$ cat src/rtl/serial_sub_pkg.sv
// Shared types and sizing helpers for the digit-serial subtractor.
package serial_sub_pkg;

  typedef enum logic [1:0] {
    IDLE = 2'd0,
    RUN  = 2'd1,
    DONE = 2'd2
  } state_t;

  // Width of the digit counter for WIDTH/DIGIT steps (at least 1 bit).
  function automatic int unsigned cnt_width(input int unsigned width, input int unsigned digit);
    int unsigned n;
    n = width / digit;
    return (n <= 1) ? 1 : $clog2(n);
  endfunction

endpackage

$ cat src/rtl/serial_subtractor_if.sv
// Operand/result valid-ready bundle for serial_subtractor.
interface serial_subtractor_if #(
  parameter int unsigned WIDTH = 32
);
  logic             in_valid;
  logic             in_ready;
  logic [WIDTH-1:0] a;
  logic [WIDTH-1:0] b;
  logic             bin;
  logic             out_valid;
  logic             out_ready;
  logic [WIDTH-1:0] diff;
  logic             bout;
  logic             zero;
  logic             ovf;

  modport master (
    output in_valid, a, b, bin, out_ready,
    input  in_ready, out_valid, diff, bout, zero, ovf
  );

  modport slave (
    input  in_valid, a, b, bin, out_ready,
    output in_ready, out_valid, diff, bout, zero, ovf
  );
endinterface

$ cat src/rtl/sub_digit.sv
// Combinational DIGIT-bit ripple-borrow subtract slice: {bo,d} = x - y - bi.
module sub_digit #(
  parameter int unsigned DIGIT = 4
) (
  input  logic [DIGIT-1:0] x,
  input  logic [DIGIT-1:0] y,
  input  logic             bi,
  output logic [DIGIT-1:0] d,
  output logic             bo
);

  logic [DIGIT:0] br;

  always_comb begin
    br    = '0;
    d     = '0;
    br[0] = bi;
    for (int i = 0; i < int'(DIGIT); i++) begin
      d[i]    = x[i] ^ y[i] ^ br[i];
      br[i+1] = (~x[i] & y[i]) | (~(x[i] ^ y[i]) & br[i]);
    end
  end

  assign bo = br[DIGIT];

endmodule

$ cat src/rtl/serial_subtractor.sv
// Digit-serial subtractor: diff = a - b - bin, DIGIT bits per clock, LSB first.
// Optional zero/ovf flags are built only when SERIAL_SUB_FLAGS_EN is defined.
module serial_subtractor
  import serial_sub_pkg::*;
#(
  parameter int unsigned WIDTH = 32,
  parameter int unsigned DIGIT = 4
) (
  input  logic              clk,
  input  logic              rst_n,
  serial_subtractor_if.slave bus
);

  localparam int unsigned N  = WIDTH / DIGIT;
  localparam int unsigned CW = cnt_width(WIDTH, DIGIT);

  state_t           state;
  logic [CW-1:0]    count;
  logic [WIDTH-1:0] a_sh;
  logic [WIDTH-1:0] b_sh;
  logic [WIDTH-1:0] diff_q;
  logic             brw;
  logic             bout_q;
  logic             out_valid_q;

  logic [DIGIT-1:0] d_c;
  logic             bo_c;
  logic [WIDTH-1:0] diff_next_c;
  logic             last_c;

  sub_digit #(.DIGIT(DIGIT)) u_digit (
    .x  (a_sh[DIGIT-1:0]),
    .y  (b_sh[DIGIT-1:0]),
    .bi (brw),
    .d  (d_c),
    .bo (bo_c)
  );

  // New digit enters at the MSB so the LSB digit ends up at bit 0 after N steps.
  assign diff_next_c = {d_c, diff_q[WIDTH-1:DIGIT]};
  assign last_c      = (count == CW'(N - 1));

  always_ff @(posedge clk or negedge rst_n) begin
    if (!rst_n) begin
      state       <= IDLE;
      count       <= '0;
      a_sh        <= '0;
      b_sh        <= '0;
      diff_q      <= '0;
      brw         <= 1'b0;
      bout_q      <= 1'b0;
      out_valid_q <= 1'b0;
    end else begin
      case (state)
        IDLE: begin
          if (bus.in_valid) begin
            a_sh  <= bus.a;
            b_sh  <= bus.b;
            brw   <= bus.bin;
            count <= '0;
            state <= RUN;
          end
        end
        RUN: begin
          a_sh   <= a_sh >> DIGIT;
          b_sh   <= b_sh >> DIGIT;
          brw    <= bo_c;
          diff_q <= diff_next_c;
          count  <= count + CW'(1);
          if (last_c) begin
            state       <= DONE;
            out_valid_q <= 1'b1;
            bout_q      <= bo_c;
          end
        end
        DONE: begin
          if (bus.out_ready) begin
            state       <= IDLE;
            out_valid_q <= 1'b0;
          end
        end
        default: state <= IDLE;
      endcase
    end
  end

`ifdef SERIAL_SUB_FLAGS_EN
  logic a_msb;
  logic b_msb;
  logic zero_q;
  logic ovf_q;

  // Operand MSBs are captured at accept because the shift registers consume them.
  always_ff @(posedge clk or negedge rst_n) begin
    if (!rst_n) begin
      a_msb  <= 1'b0;
      b_msb  <= 1'b0;
      zero_q <= 1'b0;
      ovf_q  <= 1'b0;
    end else if (state == IDLE && bus.in_valid) begin
      a_msb <= bus.a[WIDTH-1];
      b_msb <= bus.b[WIDTH-1];
    end else if (state == RUN && last_c) begin
      zero_q <= (diff_next_c == '0);
      ovf_q  <= (a_msb != b_msb) && (d_c[DIGIT-1] != a_msb);
    end
  end

  assign bus.zero = zero_q;
  assign bus.ovf  = ovf_q;
`else
  assign bus.zero = 1'b0;
  assign bus.ovf  = 1'b0;
`endif

  assign bus.in_ready  = (state == IDLE);
  assign bus.out_valid = out_valid_q;
  assign bus.diff      = diff_q;
  assign bus.bout      = bout_q;

endmodule

$ cat src/flat_wrapper.sv
// flat-port wrapper written by rule: the top's interface ports become plain ports
module serial_subtractor_flat import serial_sub_pkg::*;
#(
  parameter int unsigned WIDTH = 32,
  parameter int unsigned DIGIT = 4
)
  (clk, rst_n, bus_in_valid, bus_a, bus_b, bus_bin, bus_out_ready, bus_in_ready, bus_out_valid, bus_diff, bus_bout, bus_zero, bus_ovf);
  serial_subtractor_if #(.WIDTH(WIDTH)) bus_i ();
  input  logic clk;
  input  logic rst_n;
  input wire logic [$bits(bus_i.in_valid)-1:0] bus_in_valid;
  input wire logic [$bits(bus_i.a)-1:0] bus_a;
  input wire logic [$bits(bus_i.b)-1:0] bus_b;
  input wire logic [$bits(bus_i.bin)-1:0] bus_bin;
  input wire logic [$bits(bus_i.out_ready)-1:0] bus_out_ready;
  output wire logic [$bits(bus_i.in_ready)-1:0] bus_in_ready;
  output wire logic [$bits(bus_i.out_valid)-1:0] bus_out_valid;
  output wire logic [$bits(bus_i.diff)-1:0] bus_diff;
  output wire logic [$bits(bus_i.bout)-1:0] bus_bout;
  output wire logic [$bits(bus_i.zero)-1:0] bus_zero;
  output wire logic [$bits(bus_i.ovf)-1:0] bus_ovf;
  assign bus_i.in_valid = bus_in_valid;
  assign bus_i.a = bus_a;
  assign bus_i.b = bus_b;
  assign bus_i.bin = bus_bin;
  assign bus_i.out_ready = bus_out_ready;
  assign bus_in_ready = bus_i.in_ready;
  assign bus_out_valid = bus_i.out_valid;
  assign bus_diff = bus_i.diff;
  assign bus_bout = bus_i.bout;
  assign bus_zero = bus_i.zero;
  assign bus_ovf = bus_i.ovf;
  serial_subtractor #(.WIDTH(WIDTH), .DIGIT(DIGIT)) u_core (.clk(clk), .rst_n(rst_n), .bus(bus_i));
endmodule
$ cat config.mk
export PLATFORM = sky130hd
export DESIGN_NAME = serial_subtractor_flat
export DESIGN_NICKNAME = d
export VERILOG_FILES = /design/src/rtl/serial_sub_pkg.sv /design/src/rtl/serial_subtractor_if.sv /design/src/rtl/sub_digit.sv /design/src/rtl/serial_subtractor.sv /design/src/flat_wrapper.sv
export SDC_FILE = /design/constraint.sdc
export NUM_CORES = 1
export LEC_CHECK = 0
export ABC_AREA = 1
export CAP_MARGIN = 40
export CORE_UTILIZATION = 39
export CTS_BUF_LIST = sky130_fd_sc_hd__clkbuf_8
export CTS_CLUSTER_SIZE = 40
export DETAILED_ROUTE_END_ITERATION = 6
export DONT_BUFFER_PORTS = 1
export GPL_ROUTABILITY_DRIVEN = 0
export PLACE_DENSITY = 0.55
export SYNTH_ARGS = -nofsm -noshare
export SYNTH_HDL_FRONTEND = slang
export SYNTH_SLANG_ARGS = --single-unit
$ cat constraint.sdc
create_clock -name clk -period 2.8 [get_ports clk]
set_clock_uncertainty 0.15 [all_clocks]
set_input_delay 0.56 -clock clk [delete_from_list [all_inputs] [get_ports clk]]
set_output_delay 0.56 -clock clk [all_outputs]
set_load 0.02 [all_outputs]
Clock wiring as the flow saved it:
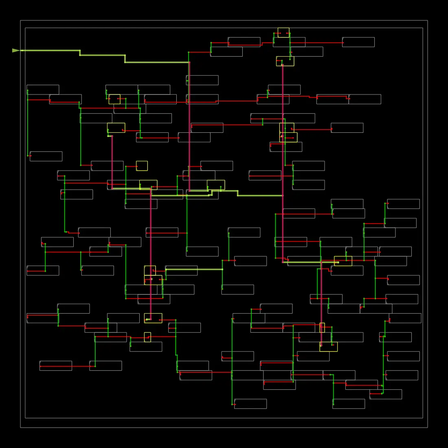
number of clock buffers in the layout: 9
TritonCTS Buffers: 9
flop count: 104

Routed metal per tile:
The die is cut into 23 by 23 equal tiles; dark purple is low, yellow is high, scaled to the fullest tile. Values are wire area over tile area, all layers added.
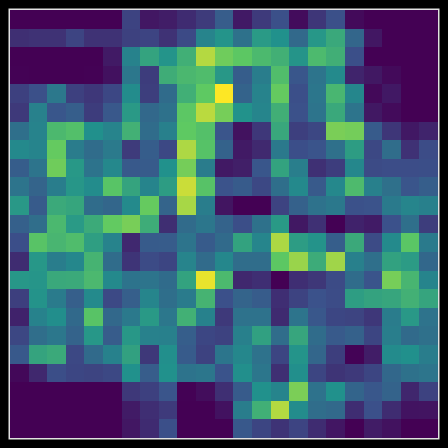
mean over tiles: 0.13
nearly empty tiles: 12%
tiles over half the peak: 23%
total track usage: 0.177
Routed WL: 11,200 um
DR vias: 3,957
drt wl/cell: 13.3 um

Routed metal, one color a layer:
Only two layers are drawn.
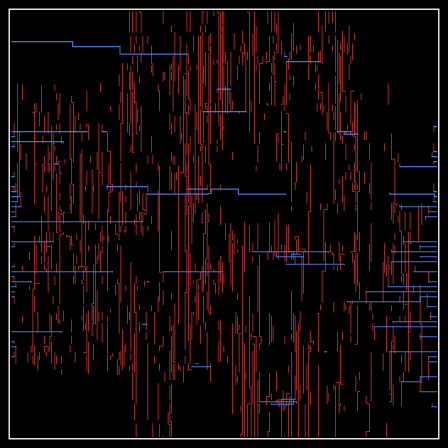
legend:
  blue:
    layer: metal 3
    wire_length: 601 um
  red:
    layer: metal 2
    wire_length: 5,000 um

==> flow_metrics.tcl <==
# metrics dict for downstream scripts
set metrics [dict create \
    switching_share 0.457 \
    wl_met3_um 600 \
    area_growth_syn_to_layout_pct 5.37 \
    final_net_count 734 \
    min_period_ns 2.44 \
    buffers_excl_clock 10 \
    drv_cap 0 \
    core_util_floorplan 0.403 \
    slew_headroom 0.594 \
    pwr-share-comb 0.389 \
    holdWs_ns -0.292 \
    top_area_frac 0.510 \
    die_w_um 116 \
    critPathSlowestCell "fa_1" \
    grt_pass1_vias 3733 \
    ios 106 \
    status "complete, but fails checks" \
    wl_met1_um 5390 \
    warning_count 30 \
    combAreaFraction 0.334 \
    seq_share 0.484 \
    largest_class "flip-flops and latches" \
    core_um2 12700 \
    synth_cell_types 22 \
    failed_checks "hold timing" \
    synth_chip_area_um2 5100 \
    numPortBuffers 0 \
    cp_data_arrival_time_ns 2.57 \
    die-area_um2 13500 \
    grt_pass1_wl_um 18500 \
    rsz0062_at_grt "no" \
    antenna_cells 0 \
    root_buffer "clkbuf_8" \
    hold_viol_final 104 \
    ant_nets 0 \
    ys_seq_share 0.510 \
    drive_above_1_share 0.0467 \
    worst-path-buf-inv 3 \
    cts_tree "yes" \
    final-setup-viol-count 0 \
    leakage_uw 0.00304 \
    topCellsByArea "dfrtp_1 (51%), nand2_1 (17%), nand3_1 (12%)" \
    grtUsageMet2 0.272 \
    met2_length_um 5000 \
    critPathTopFamily "adder cells" \
    finalPower_uw 6270 \
    rows 41 \
    ir_drop_v 0.000390 \
]
Power is estimated from default activity; no workload was simulated.
